File: config.mk
export PLATFORM = sky130hd
export DESIGN_NAME = fetch_decode_unit
export DESIGN_NICKNAME = d
export VERILOG_FILES = /design/src/rtl/fetch_decode_unit.sv
export SDC_FILE = /design/constraint.sdc
export NUM_CORES = 1
export LEC_CHECK = 0
export CAP_MARGIN = 40
export CORE_MARGIN = 4
export CORE_UTILIZATION = 55
export DETAILED_ROUTE_END_ITERATION = 8
export PLACE_DENSITY_LB_ADDON = 0.08
export RECOVER_POWER = 100
export SYNTH_ARGS = -nofsm -noshare
export SYNTH_HDL_FRONTEND = slang
export SYNTH_SLANG_ARGS = --single-unit
File: constraint.sdc
create_clock -name Clk -period 8.4 [get_ports Clk]
set_input_delay 2.1 -clock Clk [delete_from_list [all_inputs] [get_ports Clk]]
set_output_delay 2.1 -clock Clk [all_outputs]
set_load 0.05 [all_outputs]
File: src/rtl/fetch_decode_unit.sv
// Fetch/decode front end of the 8-bit single-cycle datapath.
// It holds the program memory and the PC, and drives the register file write port.
module fetch_decode_unit #(
  parameter int ADDR_W = 5
) (
  input  logic              Clk,
  input  logic              Reset,
  input  logic              Prog_We,
  input  logic [ADDR_W-1:0] Prog_Addr,
  input  logic [7:0]        Prog_Data,
  input  logic              Start,
  input  logic [7:0]        Read_Data,
  output logic [2:0]        RD,
  output logic [7:0]        Write_Data,
  output logic              Reg_Write,
  output logic [ADDR_W-1:0] PC,
  output logic              Busy,
  output logic              Halted,
  output logic [7:0]        Instr_Count
);

  typedef enum logic [1:0] {
    ST_IDLE = 2'd0,
    ST_RUN  = 2'd1,
    ST_HALT = 2'd2
  } state_t;

  localparam logic [1:0] OP_LDI  = 2'b00;
  localparam logic [1:0] OP_ADDI = 2'b01;
  localparam logic [1:0] OP_JMP  = 2'b10;

  state_t            state_q, state_d;
  logic [ADDR_W-1:0] pc_q, pc_d;
  logic [7:0]        count_q, count_d;

  logic [7:0] mem [2**ADDR_W];
  logic [7:0] instr;
  logic [1:0] op;
  logic [2:0] imm3;
  logic       mem_we;
  logic       retire;

  assign instr  = mem[pc_q];
  assign op     = instr[7:6];
  assign imm3   = instr[2:0];
  assign mem_we = (state_q == ST_IDLE) && Prog_We;

  // Program memory keeps its contents across reset.
  always_ff @(posedge Clk) begin
    if (mem_we) begin
      mem[Prog_Addr] <= Prog_Data;
    end
  end

  always_ff @(posedge Clk) begin
    if (!Reset) begin
      state_q <= ST_IDLE;
      pc_q    <= '0;
      count_q <= '0;
    end else begin
      state_q <= state_d;
      pc_q    <= pc_d;
      count_q <= count_d;
    end
  end

  always_comb begin
    state_d    = state_q;
    pc_d       = pc_q;
    retire     = 1'b0;
    RD         = 3'd0;
    Write_Data = 8'd0;
    Reg_Write  = 1'b0;
    case (state_q)
      ST_IDLE: begin
        if (Start) begin
          state_d = ST_RUN;
          pc_d    = '0;
        end
      end
      ST_RUN: begin
        case (op)
          OP_LDI: begin
            Reg_Write  = 1'b1;
            RD         = instr[5:3];
            Write_Data = {5'b0, imm3};
            pc_d       = pc_q + {{(ADDR_W-1){1'b0}}, 1'b1};
            retire     = 1'b1;
          end
          OP_ADDI: begin
            Reg_Write  = 1'b1;
            RD         = instr[5:3];
            Write_Data = Read_Data + {{5{imm3[2]}}, imm3};
            pc_d       = pc_q + {{(ADDR_W-1){1'b0}}, 1'b1};
            retire     = 1'b1;
          end
          OP_JMP: begin
            pc_d   = instr[ADDR_W-1:0];
            retire = 1'b1;
          end
          default: begin
            // HALT parks with PC still pointing at the HALT word.
            state_d = ST_HALT;
          end
        endcase
      end
      ST_HALT: begin
        state_d = ST_HALT;
      end
      default: begin
        state_d = ST_IDLE;
      end
    endcase
    count_d = count_q;
    if (retire && (count_q != 8'hFF)) begin
      count_d = count_q + 8'd1;
    end
  end

  assign PC          = pc_q;
  assign Busy        = (state_q == ST_RUN);
  assign Halted      = (state_q == ST_HALT);
  assign Instr_Count = count_q;

endmodule

Run 1, the metal 2 layer:
(2 px per µm)
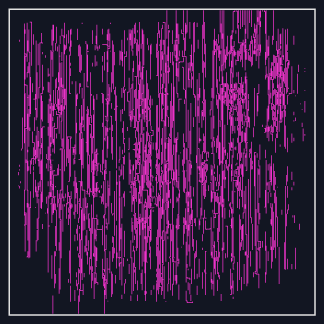
nets with wire on the layer	719
wire length on this layer	13300 µm
main direction	vertical
share of all routed wire	50%

Run 1, clock wiring as the flow saved it:
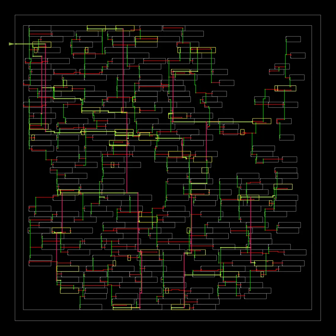
CLK BUF: 37
clk pwr: 1.22 mW

Run 1, placement density heat map:
(2 px per µm) 15 x 15 tiles, from black (low) to pale yellow (high), 0 to 100% covered.
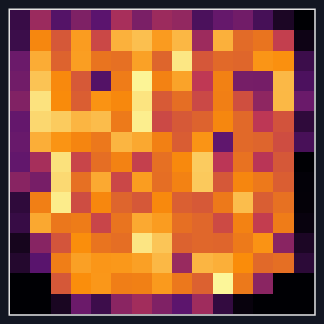
nearly empty tiles	5.8%
fullest tile	98%
tiles over 75% full	25%
mean over tiles	56%

==> Changelog: implementation, run 1 <==
### Changed

- Status: finished, final reports clean
- EDFF count, synth: roughly 260
- I/O Buffers: around 51
- FF+latch count, synth: between 200 and 300
- Worst Hold Slack: 0.4923 ns
- YS chip area: roughly 11000 µm²
- Startpoint types: flip-flop
- Post-CTS setup buffer count: 0
- Hold Path Class: flip-flop to flip-flop
- Worst setup path endpoint: Write_Data[6]
- Syn nets: roughly 690
- Area leader, netlist: edfxtp_1
- WL met1: approximately 11000 µm
- Share of flip-flops with an asynchronous set or reset: 0%
- All-Layer GR Usage: approximately 23%
- R2r setup slk: ~4.4 ns
- Crit-path max FO: 26
- R2R cell count: 8
- Drt via density: 6.205
- Drt total wl: ~26000 µm
- Drt wl/cell: roughly 26 µm
- Routed Antenna Nets: 0
- Vias in the first global route: approximately 6500
run 1: cell type report:
class                      count  area [µm²]
inverter                       7       26.28
tap                          270       337.8
clock buffer                  37       755.7
clock inverter                16       151.4
timing repair buffer          90       726.9
multi-input combinational    338        3124
fill                        1461        7084
sequential                   276        8093
run 1: stage by stage:
| stage | instances | total power, mW | cell area [µm²] | utilization (%) | setup WS [ns] |
|---|---|---|---|---|---|
| detailed placement | 980 | 1.953 | 12500 | 61.60 | 1.493 |
| finish | 1034 | 3.134 | 13220 | 65.10 | 1.087 |
| floorplan | 647 | 1.825 | 11420 | - | 2.219 |
| global placement | 947 | 1.930 | 12140 | 59.78 | 1.348 |
| CTS | 1033 | 3.164 | 13410 | 66.07 | 1.088 |
| global route | 1034 | 3.245 | 13220 | 65.10 | 0.8020 |
run 1: where the power goes:
group / internal, mW / total (mW) / switching [mW]
Combinational: 0.145 / 0.373 / 0.228
Clock: 0.723 / 1.22 / 0.499
Sequential: 1.52 / 1.54 / 0.0178
run 1: worst max-delay path: stages (launching register included):
cell	delay (ns)
dfxtp_4	0.60
buf_12	0.28
mux4_2	0.53
mux4_2	0.53
mux2_2	0.34
ha_1	0.22
fa_1	0.43
a21oi_1	0.17
o21bai_1	0.11
a21o_1	0.19
a21oi_1	0.17
xor2_1	0.09
nor2_1	0.10
dlygate4sd3_1	0.89
run 1: cell families (layout without fill, tap and decap cells):
family,Yosys count,after routing,synth area share (%)
flip-flops,276,276,70.80
buffers and inverters,33,150,1.796
multiplexers,102,102,14.91
AND/OR/NAND/NOR,148,148,6.254
adder cells (fa/ha/maj),13,13,1.490
AND-OR/OR-AND,68,68,4.217
XOR/XNOR,7,7,0.5367
run 1: flip-flops by register name, indices dropped and copies added (netlist names), named ones only:
signal       count
mem            256
state_q          2
PC               5
Instr_Count      8
run 1: placed cells by master, fill, tap and decap left out, drive strengths merged, types with 3 or more instances in the layout:
cell / n
nand4b: 3
a31oi: 5
or4: 4
nand3b: 4
nand4: 5
bufinv: 3
xnor2: 4
clkbuf: 67
mux4: 54
mux2i: 43
and3: 5
dfxtp: 20
a211oi: 6
a21oi: 16
xor2: 3
nor4: 6
o21ai: 5
nor2b: 8
and2: 3
buf: 9
o31ai: 6
a22oi: 10
nor3: 3
inv: 8
mux2: 5
dlygate4sd3: 36
clkdlybuf4s50: 15
nand3: 9
nand2b: 8
clkinv: 12
edfxtp: 256
ha: 12
nor2: 56
nand2: 32
run 1: per-layer routing:
layer  vias up  global-route usage (%)
li1       2811                       -
met1      3324                   33.37
met2       241                   37.21
met3        40                   3.299
met4         0                   4.324
met5         -                       0
run 1: worst min path at each step:
stage / from / to / depth (start not counted) / slack, ns
finish: state_q[1] / state_q[1] / 2 / 0.49
global route: Instr_Count[0] / Instr_Count[0] / 2 / 0.53
CTS: state_q[1] / state_q[1] / 2 / 0.50
detailed placement: state_q[1] / state_q[1] / 2 / 0.49
global placement: state_q[1] / state_q[1] / 2 / 0.47
floorplan: state_q[1] / state_q[1] / 2 / 0.45
Run 1, sequential cells grouped by signal name:
(2 px per µm) Other sequential cells in the stronger grey, the rest of the logic in the fainter grey.
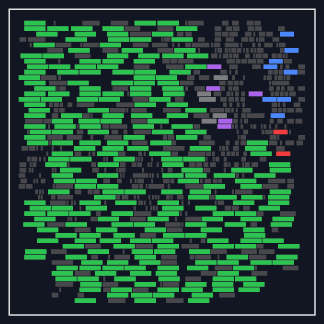

==> inputs of run 2 (changes only) <==
Settings changed: MAX_ROUTING_LAYER set to met4, SKIP_CTS_REPAIR_TIMING set to 1.
Run 2, sequential cells grouped by signal name:
(2 px per µm) Other sequential cells in the stronger grey, the rest of the logic in the fainter grey.
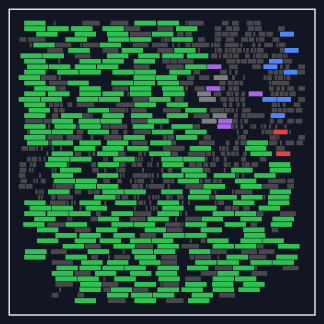
colour	name in the netlist	placed flops
green	mem	256
red	state_q	2
purple	PC	5
blue	Instr_Count	8
not coloured	5

Run 2, placement density heat map:
(2 px per µm) 15 x 15 tiles, from black (low) to pale yellow (high), 0 to 100% covered.
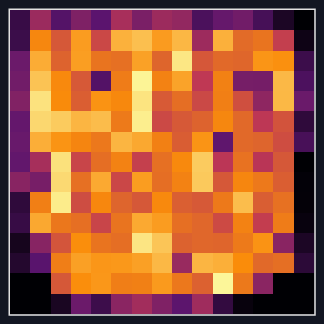
mean over tiles	56%
nearly empty tiles	5.8%
tiles over 75% full	25%
fullest tile	98%
Placeable Area: 20300 µm²
final core occ: 65.08%
pre-placement core utilization: 56.27%

==> run 2 against run 1 <==
Effect of this change: setup slack hardly changed; register-to-register slack hardly changed; critical path depth is 1 lower; critical path type unchanged; highest routed layer unchanged.
==> Changelog: implementation, run 2 <==
### Changed

- Fillers: between 1000 and 1500
- Placed Cells: just under 1000
- Post-Synth XOR/XNOR Area: 0.5367%
- Register area: 8093 µm²
- Drt wl/cell: roughly 26 µm
- Area leader, netlist: edfxtp_1
- Status: finished, final reports clean
- Synth Area in Simple Gates: roughly 6.3%
- Hold Path Class: flip-flop to flip-flop
- Post-Layout Cell Count: 1033
- PnR worst setup slack: about 1.1 ns
- Post-placement cell area: approximately 13000 µm²
- Largest logic family: multiplexers
- Worst hold path stage count: 2
- All-Layer GR Usage: a little under a quarter
- Crit-path cells: buf_4 -> mux4_2 -> mux4_2 -> mux2_2 -> ha_1 -> a21oi_1 -> o21bai_1 -> a21oi_1 -> o21ai_0 -> xnor2_1 -> nor2_1 -> dlygate4sd3_1
- FF+latch count, synth: approximately 280
- I/O Buffers: a little over 50
- Fin area: about 13000 µm²
- Syn nets: slightly below 700
- Clock power share: approximately two fifths
==> run 2: worst reg2reg max path: cells and delay by family (launching register included) <==
| kind | cells | cell delay [ns] |
|---|---|---|
| AOI/OAI and AO/OA | 3 | 0.96 |
| buffers and inverters | 2 | 1.33 |
| DFF | 1 | 0.59 |
| muxes | 2 | 0.92 |
| and+or+nand+nor | 1 | 0.13 |
==> run 2: final timing paths <==
kind,from,endpoint,slack (ns)
max,flip-flop,Write_Data[7],1.09
min,state_q[1],state_q[1],0.49
max reg2reg,flip-flop,PC[4],4.34
min reg2reg,state_q[1],state_q[1],0.49
==> run 2: power by group through the flow <==
stage          Sequential [mW]  Clock (mW)  Combinational [mW]
5_1_grt                   1.54        1.30               0.401
2_1_floorplan             1.57           0               0.259
6_report                  1.54        1.22               0.373
3_5_place_dp              1.57           0               0.385
4_1_cts                   1.54        1.24               0.388
3_3_place_gp              1.58           0               0.347
==> run 2: routing by layer <==
layer / share of wire, % / GRT usage, % / vias to the layer above
met5: 0 / - / -
met4: 1.7 / 4.324 / 0
met3: 5.7 / 2.901 / 44
met2: 50 / 37.30 / 246
met1: 43 / 33.57 / 3341
li1: - / - / 2804
==> run 2: final cells by class <==
type / count / share of cell area [%]
Inverter: 7 / 0.1989
Sequential cell: 276 / 61.26
Clock buffer: 37 / 5.720
Clock inverter: 16 / 1.146
Multi-Input combinational cell: 338 / 23.65
Tap cell: 270 / 2.557
Timing Repair Buffer: 89 / 5.474
==> run 2: cells by family (layout without fill, tap and decap cells) <==
kind of cell,after synthesis,in the layout
buffers and inverters,33,149
AOI/OAI and AO/OA,68,68
DFF,276,276
adders and majority gates,13,13
muxes,102,102
and+or+nand+nor,148,148
xor gates and xnor gates,7,7
==> run 2: stage by stage <==
step	power (mW)	util (%)
2_1_floorplan	1.825	-
3_3_place_gp	1.930	59.78
3_5_place_dp	1.953	61.60
4_1_cts	3.164	66.07
5_1_grt	3.245	65.08
6_report	3.135	65.08
Power is estimated from default activity; no workload was simulated.
